<file path="config.mk">
export PLATFORM = sky130hd
export DESIGN_NAME = div_ramp_ctrl_flat
export DESIGN_NICKNAME = d
export VERILOG_FILES = /design/src/rtl/div_ramp_pkg.sv /design/src/rtl/div_ramp_ctrl_if.sv /design/src/rtl/dwell_timer.sv /design/src/rtl/div_ramp_ctrl.sv /design/src/flat_wrapper.sv
export SDC_FILE = /design/constraint.sdc
export NUM_CORES = 1
export LEC_CHECK = 0
export CELL_PAD_IN_SITES_DETAIL_PLACEMENT = 0
export CELL_PAD_IN_SITES_GLOBAL_PLACEMENT = 1
export CORE_MARGIN = 1.5
export CORE_UTILIZATION = 45
export DETAILED_ROUTE_END_ITERATION = 12
export PLACE_DENSITY_LB_ADDON = 0.1
export RECOVER_POWER = 50
export SYNTH_ARGS = -nofsm -noshare
export SYNTH_HDL_FRONTEND = slang
export SYNTH_SLANG_ARGS = --single-unit
</file>
<file path="constraint.sdc">
create_clock -name clk -period 11.6 [get_ports clk]
set_input_delay 1.16 -clock clk [delete_from_list [all_inputs] [get_ports clk]]
set_output_delay 1.16 -clock clk [all_outputs]
set_load 0.02 [all_outputs]
</file>
<file path="src/rtl/div_ramp_pkg.sv">
// Shared types and constants for the divisor ramp controller.
package div_ramp_pkg;

    typedef enum logic {
        IDLE = 1'b0,
        RAMP = 1'b1
    } state_t;

    // Smallest step the ramp ever takes; a requested step of 0 becomes this.
    localparam int unsigned MIN_STEP = 1;

endpackage

</file>
<file path="src/rtl/div_ramp_ctrl_if.sv">
// Request/status bundle between a requester and the divisor ramp controller.
interface div_ramp_ctrl_if #(
    parameter int unsigned WIDTH = 32
);
    logic             req_valid;
    logic             req_ready;
    logic [WIDTH-1:0] req_div;
    logic [WIDTH-1:0] req_step;
    logic             abort;
    logic [WIDTH-1:0] count_control;
    logic             busy;
    logic             done;

    modport master (
        output req_valid, req_div, req_step, abort,
        input  req_ready, count_control, busy, done
    );

    modport slave (
        input  req_valid, req_div, req_step, abort,
        output req_ready, count_control, busy, done
    );
endinterface

</file>
<file path="src/rtl/dwell_timer.sv">
// Counts the hold time of each divisor value; tick marks the last dwell cycle.
module dwell_timer #(
    parameter int unsigned DWELL = 1000
) (
    input  logic clk,
    input  logic rst,
    input  logic i_clr,
    input  logic i_en,
    output logic o_tick
);
    localparam int unsigned CW = (DWELL > 1) ? $clog2(DWELL) : 1;

    logic [CW-1:0] r_cnt;

    always_ff @(posedge clk or posedge rst) begin
        if (rst) begin
            r_cnt <= '0;
        end else if (i_clr) begin
            r_cnt <= '0;
        end else if (i_en) begin
            r_cnt <= r_cnt + CW'(1);
        end
    end

    assign o_tick = (r_cnt == CW'(DWELL - 1));

endmodule

</file>
<file path="src/rtl/div_ramp_ctrl.sv">
// Slews the clock-divider control word toward a requested target in bounded,
// dwell-spaced steps; reports busy and a one-cycle done, and supports abort.
import div_ramp_pkg::*;

module div_ramp_ctrl #(
    parameter int unsigned WIDTH    = 32,
    parameter int unsigned DWELL    = 1000,
    parameter int unsigned MIN_DIV  = 1,
    parameter int unsigned INIT_DIV = 25000
) (
    input logic            clk,
    input logic            rst,
    div_ramp_ctrl_if.slave bus
);
    state_t           r_state;
    logic [WIDTH-1:0] r_target;
    logic [WIDTH-1:0] r_step;
    logic [WIDTH-1:0] r_count;
    logic             r_busy;
    logic             r_done;
    logic             r_eq_pend;

    logic             w_accept;
    logic [WIDTH-1:0] w_req_tgt;
    logic [WIDTH-1:0] w_req_step;
    logic             w_up;
    logic [WIDTH-1:0] w_delta;
    logic [WIDTH-1:0] w_move;
    logic [WIDTH-1:0] w_next;
    logic             w_in_ramp;
    logic             w_abort;
    logic             w_step_now;
    logic             w_tick;

    assign w_in_ramp  = (r_state == RAMP);
    assign w_accept   = bus.req_valid && !w_in_ramp;
    assign w_req_tgt  = (bus.req_div < WIDTH'(MIN_DIV)) ? WIDTH'(MIN_DIV) : bus.req_div;
    assign w_req_step = (bus.req_step == '0) ? WIDTH'(MIN_STEP) : bus.req_step;

    // Move by min(step, distance) so the target is never overshot.
    assign w_up    = (r_target > r_count);
    assign w_delta = w_up ? (r_target - r_count) : (r_count - r_target);
    assign w_move  = (r_step < w_delta) ? r_step : w_delta;
    assign w_next  = w_up ? (r_count + w_move) : (r_count - w_move);

    assign w_abort    = w_in_ramp && bus.abort;
    assign w_step_now = w_in_ramp && w_tick && !bus.abort;

    dwell_timer #(
        .DWELL (DWELL)
    ) u_dwell_timer (
        .clk    (clk),
        .rst    (rst),
        .i_clr  (w_accept || w_abort || w_step_now),
        .i_en   (w_in_ramp),
        .o_tick (w_tick)
    );

    always_ff @(posedge clk or posedge rst) begin
        if (rst) begin
            r_state   <= IDLE;
            r_target  <= WIDTH'(INIT_DIV);
            r_step    <= WIDTH'(MIN_STEP);
            r_count   <= WIDTH'(INIT_DIV);
            r_busy    <= 1'b0;
            r_done    <= 1'b0;
            r_eq_pend <= 1'b0;
        end else begin
            // A request that already matches reports done one cycle later.
            r_done    <= r_eq_pend;
            r_eq_pend <= 1'b0;
            if (r_state == IDLE) begin
                if (w_accept) begin
                    r_target <= w_req_tgt;
                    r_step   <= w_req_step;
                    if (w_req_tgt == r_count) begin
                        r_eq_pend <= 1'b1;
                    end else begin
                        r_state <= RAMP;
                        r_busy  <= 1'b1;
                    end
                end
            end else begin
                if (bus.abort) begin
                    r_state <= IDLE;
                    r_busy  <= 1'b0;
                end else if (w_tick) begin
                    r_count <= w_next;
                    if (w_next == r_target) begin
                        r_state <= IDLE;
                        r_busy  <= 1'b0;
                        r_done  <= 1'b1;
                    end
                end
            end
        end
    end

    assign bus.req_ready     = (r_state == IDLE);
    assign bus.count_control = r_count;
    assign bus.busy          = r_busy;
    assign bus.done          = r_done;

endmodule
</file>
<file path="src/flat_wrapper.sv">
// flat-port wrapper written by rule: the top's interface ports become plain ports
module div_ramp_ctrl_flat 
#(
    parameter int unsigned WIDTH    = 32,
    parameter int unsigned DWELL    = 1000,
    parameter int unsigned MIN_DIV  = 1,
    parameter int unsigned INIT_DIV = 25000
)
  (clk, rst, bus_req_valid, bus_req_div, bus_req_step, bus_abort, bus_req_ready, bus_count_control, bus_busy, bus_done);
  div_ramp_ctrl_if #(.WIDTH(WIDTH)) bus_i ();
  input logic clk;
  input logic rst;
  input wire logic [$bits(bus_i.req_valid)-1:0] bus_req_valid;
  input wire logic [$bits(bus_i.req_div)-1:0] bus_req_div;
  input wire logic [$bits(bus_i.req_step)-1:0] bus_req_step;
  input wire logic [$bits(bus_i.abort)-1:0] bus_abort;
  output wire logic [$bits(bus_i.req_ready)-1:0] bus_req_ready;
  output wire logic [$bits(bus_i.count_control)-1:0] bus_count_control;
  output wire logic [$bits(bus_i.busy)-1:0] bus_busy;
  output wire logic [$bits(bus_i.done)-1:0] bus_done;
  assign bus_i.req_valid = bus_req_valid;
  assign bus_i.req_div = bus_req_div;
  assign bus_i.req_step = bus_req_step;
  assign bus_i.abort = bus_abort;
  assign bus_req_ready = bus_i.req_ready;
  assign bus_count_control = bus_i.count_control;
  assign bus_busy = bus_i.busy;
  assign bus_done = bus_i.done;
  div_ramp_ctrl #(.WIDTH(WIDTH), .DWELL(DWELL), .MIN_DIV(MIN_DIV), .INIT_DIV(INIT_DIV)) u_core (.clk(clk), .rst(rst), .bus(bus_i));
endmodule
</file>
==> images/final_clocks.png <==
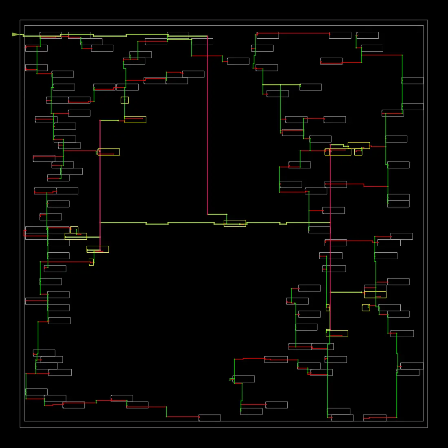
Power Clock: 0.313 mW
clk_buf instances: 10
clock skew: 0.0209 ns
clk ins delay skew pair: 0.38 ns

==> images/zoom.png <==
Region (118, 118) to (138, 138) um. Cells in grey, sequential cells in the stronger grey; small squares are vias.
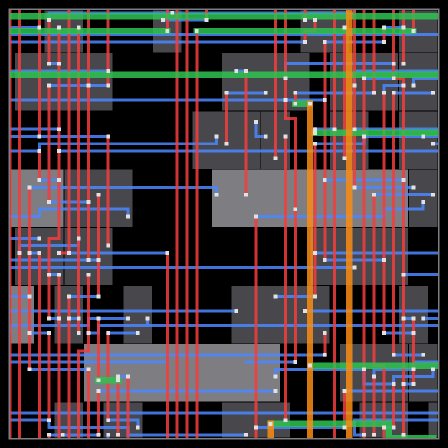
| layer | colour |
|---|---|
| met2 | red |
| met3 | green |
| met4 | orange |
| met1 | blue |
cells with their middle in the window: 27
most frequent: xnor2_1 (5), nand2_1 (3), ha_1 (3)
sequential cells in the window: 2
netlist names of flops here include: u_core.bus.count_control (1), u_core.r_target (1)

==> out/qor.txt <==
# rows - 61
met1 WL - 21.3 mm
# setup viols final - 0
Num Clock Sinks - 110
yosys simple share - 19.0%
DP Wirelength - 35.2 mm
clock-cell share of area - 1.92%
AO/OA Area Share - 25.0%
mi-comb count - 1303
sw frac - 55.6%
Slew Viols, Final - 210
P per Cell Area - 278 nW/um2
fillers - 2800
Top cell excl fill/tap - nand2_1
Synth Warn # - 0
Slew @ Worst Pin - 4.44 ns
post-route ant nets - 0
CTS-repair resized insts - 0
clock root buffer - clkbuf_16
Worst-path clk slew - 0.09 ns
CP endpoint kind - register
Pleak - 6.07 nW
critical path's top delay family - AND-OR/OR-AND gates
largest fanout on the critical path - 34
Main power group - combinational logic
Post-DP Area - 14000 um2
flop-to-flop setup slack - 0.66 ns
Mean Syn Cell Area - 7.99 um2
Die ar. - 29200 um2
Yosys reg bits - 110
FP Util - 45.7%
status - complete, but fails checks
layout cells sized above 1 - 8.36%
Non-clock buffer share - 7.95%
Post-Place Cells - 2013
Non-clk invs - 104
Via density - 6.01
Final Hold Vio Count - 0
Sequential Power - 0.503 mW
GRT Max-Usage Layer - met1
met2 WL - 18.3 mm
# Taps - 378
Worst EP arrival - 11.18 ns
reg2reg start - u_core.bus.count_control[17]
# Max-Cap Violations - 3
Post-synth ARST share - 100%
combinational share of power - 79.4%
CP dominant cell by count - o21ai_0
R2R depth - 40
Synth Cell Area - 12700 um2
met3 GRT Util - 4.21%
CTS Hold Bufs - 0
flop share of the area - 19.4%
sequential cell area - 2770 um2
failing checks - max-capacitance violations, max-slew violations
Synth top area share - 19.1%
sequential power share - 12.7%
fraction of area in multi-input gates - 64.6%
==> images/port_nets.png <==
Scale: 2 px per um.
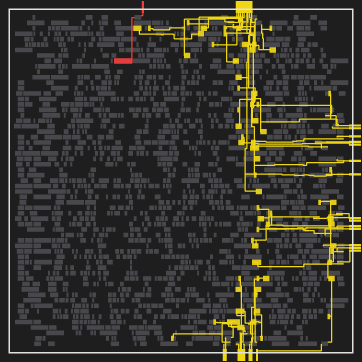
| port | colour | bits | direction | edge | end cells | buffers | wire |
|---|---|---|---|---|---|---|---|
| bus_done | red | 1 | output | top | 1 | 1 | 27.3 um |
| bus_req_div | yellow | 32 | input | 14 right, 9 bottom, 9 top | 71 | 32 | 1850 um |

==> images/metal_stack.png <==
Scale: 3 px per um. Two of the layers only.
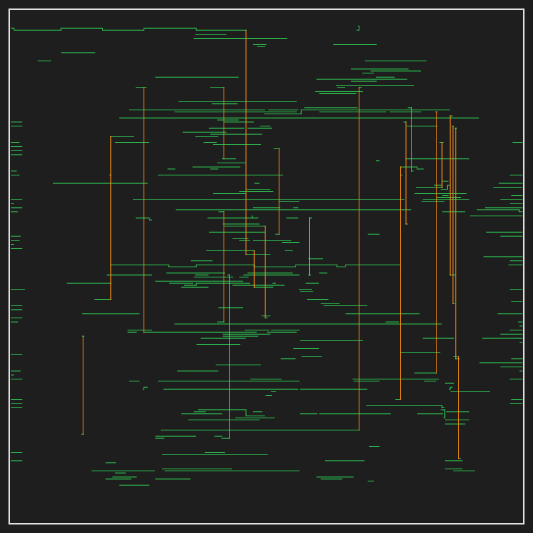
| layer | colour | wire length |
|---|---|---|
| met4 | orange | 1020 um |
| met3 | green | 3120 um |

Power figures rest on the tool's default switching activity, not on a simulated workload.
